===== src/rtl/mul8_share_arbiter.sv =====


module mul8_share_arbiter #(
  parameter int NREQ = 4,
  parameter int IDW  = 3
) (
  input  logic              clk,
  input  logic              rst,
  input  logic [NREQ-1:0]   req_valid,
  output logic [NREQ-1:0]   req_ready,
  input  logic [8*NREQ-1:0] req_a,
  input  logic [8*NREQ-1:0] req_b,
  output logic [7:0]        mul_a,
  output logic [7:0]        mul_b,
  input  logic [16:0]       mul_out,
  output logic              rsp_valid,
  input  logic              rsp_ready,
  output logic [IDW-1:0]    rsp_id,
  output logic [15:0]       rsp_prod,
  output logic              ovf_err,
  output logic [15:0]       issue_cnt
);

  // Stage 1: operands feeding the multiplier
  logic           op_valid;
  logic [7:0]     op_a;
  logic [7:0]     op_b;
  logic [IDW-1:0] op_id;

  // Round-robin pointer: index searched first on the next arbitration
  logic [IDW-1:0] rr_ptr;

  logic           adv1;
  logic           adv2;
  logic           xfer;
  logic           win_found;
  logic [IDW-1:0] win_idx;
  logic [IDW:0]   cand;
  logic [7:0]     win_a;
  logic [7:0]     win_b;

  // Stage 2 can take new data when empty or being drained this cycle;
  // stage 1 can take new data when empty or moving up into stage 2.
  assign adv2 = !rsp_valid || rsp_ready;
  assign adv1 = !op_valid || adv2;
  assign xfer = win_found && adv1 && !rst;

  assign mul_a = op_a;
  assign mul_b = op_b;

  // Winner: first valid requester at or after rr_ptr, wrapping modulo NREQ
  always_comb begin
    win_found = 1'b0;
    win_idx   = '0;
    cand      = '0;
    for (int k = 0; k < NREQ; k++) begin
      cand = {1'b0, rr_ptr} + (IDW+1)'(k);
      if (cand >= (IDW+1)'(NREQ)) cand = cand - (IDW+1)'(NREQ);
      for (int i = 0; i < NREQ; i++) begin
        if (!win_found && req_valid[i] && (cand == (IDW+1)'(i))) begin
          win_found = 1'b1;
          win_idx   = IDW'(i);
        end
      end
    end
  end

  // Operand select for the current winner
  always_comb begin
    win_a = '0;
    win_b = '0;
    for (int i = 0; i < NREQ; i++) begin
      if (win_idx == IDW'(i)) begin
        win_a = req_a[8*i +: 8];
        win_b = req_b[8*i +: 8];
      end
    end
  end

  // One-hot accept, only to the winner and only when stage 1 can load
  always_comb begin
    req_ready = '0;
    for (int i = 0; i < NREQ; i++) begin
      req_ready[i] = xfer && (win_idx == IDW'(i));
    end
  end

  // Stage 1 load from the winner; holds while stage 2 is stalled
  always_ff @(posedge clk or posedge rst) begin
    if (rst) begin
      op_valid <= 1'b0;
      op_a     <= '0;
      op_b     <= '0;
      op_id    <= '0;
    end else if (adv1) begin
      op_valid <= win_found;
      if (win_found) begin
        op_a  <= win_a;
        op_b  <= win_b;
        op_id <= win_idx;
      end
    end
  end

  // Stage 2 captures the multiplier result and the owner tag
  always_ff @(posedge clk or posedge rst) begin
    if (rst) begin
      rsp_valid <= 1'b0;
      rsp_prod  <= '0;
      rsp_id    <= '0;
    end else if (adv2) begin
      rsp_valid <= op_valid;
      if (op_valid) begin
        rsp_prod <= mul_out[15:0];
        rsp_id   <= op_id;
      end
    end
  end

  // Sticky flag for a product wider than 16 bits arriving at stage 2
  always_ff @(posedge clk or posedge rst) begin
    if (rst) begin
      ovf_err <= 1'b0;
    end else if (adv2 && op_valid && mul_out[16]) begin
      ovf_err <= 1'b1;
    end
  end

  // Pointer moves past the winner and the issue counter steps on each accept
  always_ff @(posedge clk or posedge rst) begin
    if (rst) begin
      rr_ptr    <= '0;
      issue_cnt <= '0;
    end else if (xfer) begin
      rr_ptr    <= (win_idx == IDW'(NREQ - 1)) ? '0 : win_idx + IDW'(1);
      issue_cnt <= issue_cnt + 16'd1;
    end
  end

endmodule


===== config.mk =====
export PLATFORM = sky130hd
export DESIGN_NAME = mul8_share_arbiter
export DESIGN_NICKNAME = d
export VERILOG_FILES = /design/src/rtl/mul8_share_arbiter.sv
export SDC_FILE = /design/constraint.sdc
export NUM_CORES = 1
export LEC_CHECK = 0
export CELL_PAD_IN_SITES_DETAIL_PLACEMENT = 1
export CELL_PAD_IN_SITES_GLOBAL_PLACEMENT = 2
export CORE_MARGIN = 2
export CORE_UTILIZATION = 25
export CTS_CLUSTER_SIZE = 40
export DETAILED_ROUTE_END_ITERATION = 6
export DONT_BUFFER_PORTS = 1
export HOLD_SLACK_MARGIN = 0.02
export PLACE_DENSITY = 0.65
export SLEW_MARGIN = 10
export SYNTH_ARGS = -nofsm -noshare
export SYNTH_HDL_FRONTEND = slang
export SYNTH_SLANG_ARGS = --single-unit

===== constraint.sdc =====
create_clock -name clk -period 3.1 [get_ports clk]
set_input_delay 0.465 -clock clk [delete_from_list [all_inputs] [get_ports clk]]
set_output_delay 0.465 -clock clk [all_outputs]
set_load 0.01 [all_outputs]

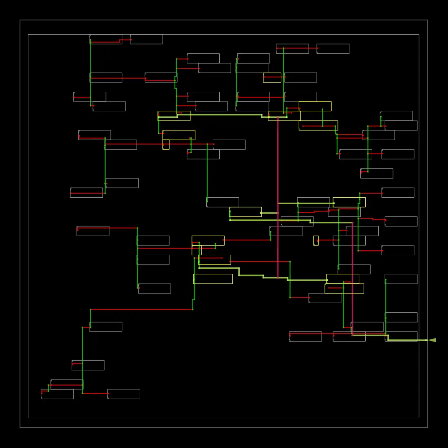
Run 1: clock nets
post-route clock skew: 0.00913 ns
number of clock-tree buffers in the layout: 11

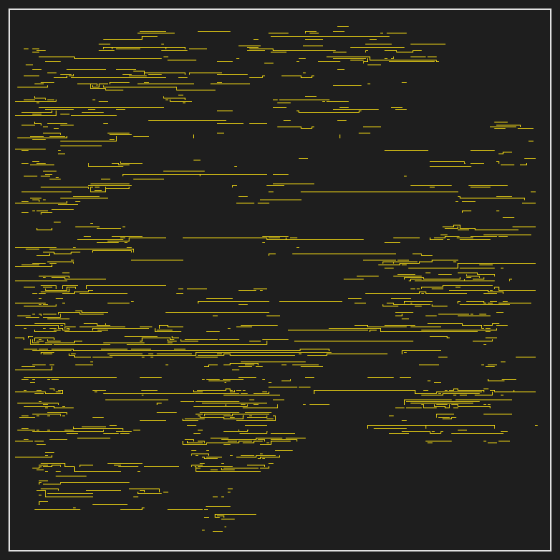
Run 1: met1 routing
longest straight run: 48.5 um
share of all routed wire: 42%
nets with wire on the layer: 375

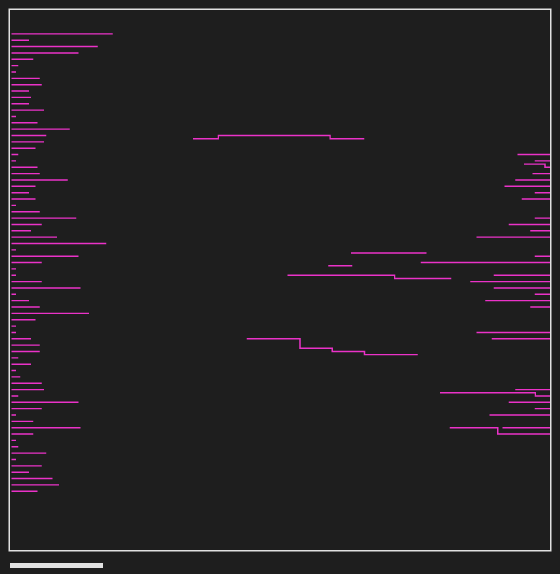
Run 1: signal wires on met3
Scale bar: 20 um.
wire length on this layer: 841 um
share of all routed wire: 9.6%
main direction: horizontal
nets with wire on the layer: 103
longest straight run: 27.4 um

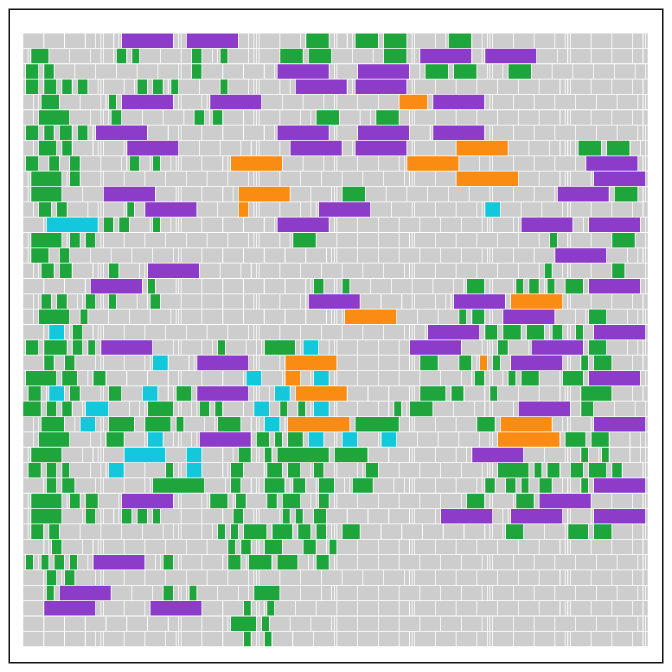
Run 1: cell classes on the final placement
Fill, decap, tap and diode cells in grey.
[orange] clock drivers and dummy loads | cells: 16 | share of their area: 9.3%
[green] combinational and other logic | cells: 243 | share of their area: 47%
[cyan] remaining buffers and delay cells | cells: 23 | share of their area: 5.6%
[purple] sequential cells | cells: 57 | share of their area: 38%
Placeable Area: 12,100 um^2
final non-filler cell area: 3920 um^2

==> results.txt, run 1 <==
Implementation results. Sink count of the clock tree landed at 57. The run finished with clean final reports. Utilization after layout landed at 32.5%. Maximum clock rate landed at 338 MHz. The synthesis log from Yosys contains 0 warnings. Switching component of the power landed at 1750 uW.

The die is 116 um wide. Counting both buffers and inverters, the worst setup path holds a total of 2. Top cell type's share of synthesized area landed at 45.8%. The final timing report lists a max-slew violation count of 0. Pin placement for this block handled 145 I/O pins. Setup slack at placement landed at 0.144 ns.

The top cell types in the final layout, fill and taps aside, are 57 x sky130_fd_sc_hd__dfrtp_1, 40 x sky130_fd_sc_hd__a21oi_1, 27 x sky130_fd_sc_hd__nor2_1. Max-cap check violation count landed at 0. The worst pin sits at a relative slew slack of 46.2%. Half-perimeter wire length after detailed placement landed at 6.32 mm. Sequential elements use 45.8% of the synthesized area.

Final hold slack landed at 0.141 ns. Number of buffers added to fix hold violations after cts landed at 0. Maximum cell stage delay along the critical path landed at 0.40 ns. Walking the worst path, the cells encountered are nand2_2 -> ha_1 -> nand2_1 -> a211o_1 -> and4_4 -> buf_4 -> buf_4 -> a31oi_4 -> and3_1. Data arrival time of the critical path landed at 2.50 ns. In this run the core area contains 40 standard-cell rows. Total leakage power landed at 0.00163 uW.

Remaining routing DRC violations landed at 0. Distinct cell type count after synthesis landed at 40. The number of placed instances, taps included, is 477. Fraction of layout instances using a drive strength above 1 landed at 26.8%. Maximum resistive drop on vdd landed at 0.000551 V. Detailed routing inserted a total of 2,469 vias. Number of post-CTS setup repair buffers landed at 5. Excluding fillers, the count of instances in the completed layout stands at 507.
==> run 1: state kept, by name, summed over array words and instances, names as in the netlist <==
signal and flops:
op_valid 1, rr_ptr 2, issue_cnt 16, rsp_prod 16, mul_a 8, rsp_valid 1, op_id 2, mul_b 8
ovf_err 1, rsp_id 2
==> run 1: layout make-up <==
class / count / area, um^2
sequential: 57 / 1430
clock inverter: 5 / 103
timing repair buffer: 23 / 206
fill: 1361 / 8140
tap: 168 / 210
clock buffer: 11 / 243
multi-input combinational: 232 / 1690
inverter: 11 / 41.3
==> run 1: cells by family (layout without fill, tap and decap cells) <==
group,after synthesis,in the layout
AND-OR/OR-AND,72,72
XOR/XNOR,15,15
adder cells (fa/ha/maj),9,9
buffers and inverters,32,50
flip-flops,57,57
multiplexers,23,23
other,2,5
AND/OR/NAND/NOR,108,108
## Run 2: what changed since run 1
- CORE_UTILIZATION: 25 -> 33
- PLACE_DENSITY: 0.65 -> unset
- PLACE_DENSITY_LB_ADDON: unset -> 0.1
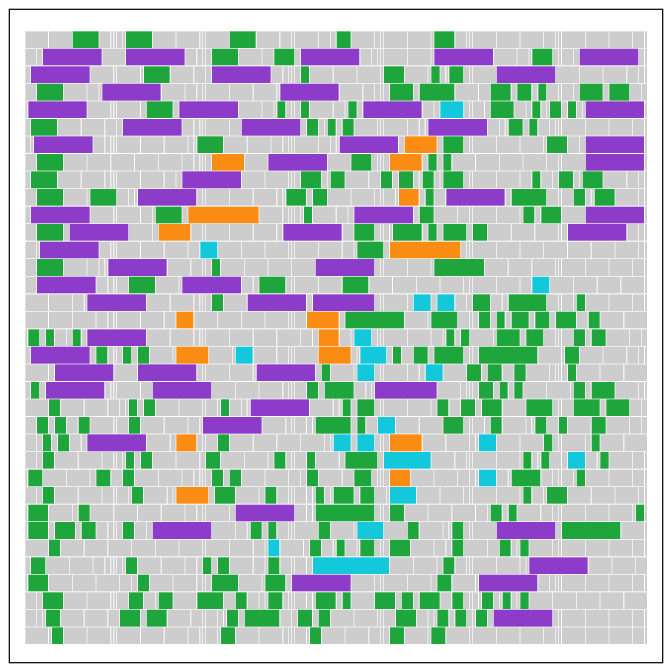
Run 2: cell classes on the final placement
Fill, decap, tap and diode cells in grey.
[cyan] remaining buffers and delay cells | cells: 21 | share of their area: 5.8%
[green] combinational and other logic | cells: 243 | share of their area: 48%
[purple] sequential cells | cells: 57 | share of their area: 40%
[orange] clock drivers and dummy loads | cells: 16 | share of their area: 6.3%
fraction of area in registers: 38.5%
Placeable Area: 9200 um^2
Std-Cell Rows: 35

==> run 2 against run 1 <==
Via count increased by 0.85%. Sequential share of layout area increased by 2.1 points. Core utilization increased by 7.9 points. First-iteration DRC count decreased by 44%. Largest cell class unchanged. Highest routed layer unchanged.
==> results.txt, run 2 <==
Implementation results. For this design the top-level I/O count stands at 145. Switching component of the power landed at 1740 uW. The final report gives the core utilization as 40.4%. Sink count of the clock tree landed at 57. Width of the chip landed at 101 um. By instance count after routing, the leading logic cell types are 55 x sky130_fd_sc_hd__dfrtp_1, 39 x sky130_fd_sc_hd__a21oi_1, 27 x sky130_fd_sc_hd__nor2_1.

Total leakage power landed at 0.00156 uW. After the flow finishes, the layout carries non-filler instances totaling 448. The worst-case IR drop observed on VDD is 0.000420 V.

The flow ran to the end, and the final reports show no timing, DRC or antenna violations. Final hold slack landed at 0.273 ns. Of the post-synthesis cell area, the dominant cell type holds 45.8%. Per the final report, max-transition violations number 0.

Setup slack at placement landed at 0.0757 ns. Per the detail_route report, DRC violations left total 0. In the final run the clock tree shows a worst skew of 0.0171 ns. The synthesis log from Yosys contains 0 warnings. The post-route netlist has 25.2% of its cells at a drive strength greater than 1. Distinct cell type count after synthesis landed at 40.

Maximum clock rate landed at 333 MHz.
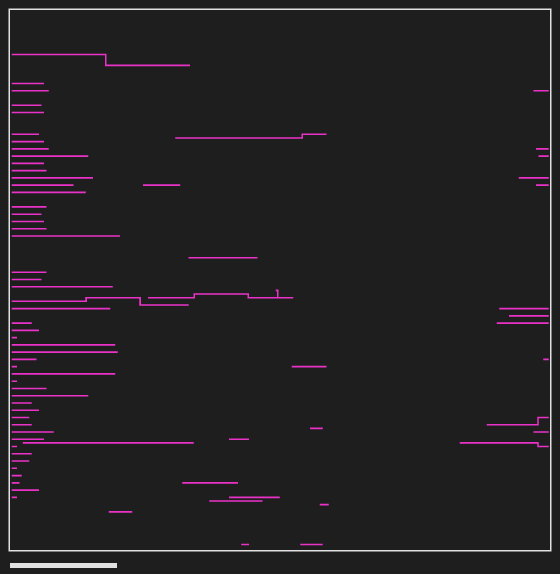
Run 2: signal wires on met3
Scale bar: 20 um.
nets with wire on the layer: 69
share of all routed wire: 7.3%
wire length on this layer: 638 um

==> run 2: cell counts after synthesis <==
No cell type changed its count.
==> run 2: final cells by class <==
class                   count  share of cell area [%]
multi-input cells         232                    45.0
clock buffers               9                    3.33
flip-flops and latches     57                    38.5
clock inverters             7                    2.76
inverters                  11                    1.11
well taps                 111                    3.74
repair buffers             21                    5.56
==> run 2: cells by family (layout without fill, tap and decap cells) <==
kind of cell / after synthesis / count (layout) / share of synthesized area (%)
flip-flops: 57 / 57 / 45.8
adder cells (fa/ha/maj): 9 / 9 / 3.62
XOR/XNOR: 15 / 15 / 4.22
AND/OR/NAND/NOR: 108 / 108 / 18.7
AND-OR/OR-AND: 72 / 72 / 14.7
multiplexers: 23 / 23 / 8.24
buffers and inverters: 32 / 48 / 4.54
other: 2 / 5 / 0.241
Power and IR drop assume default switching activity.
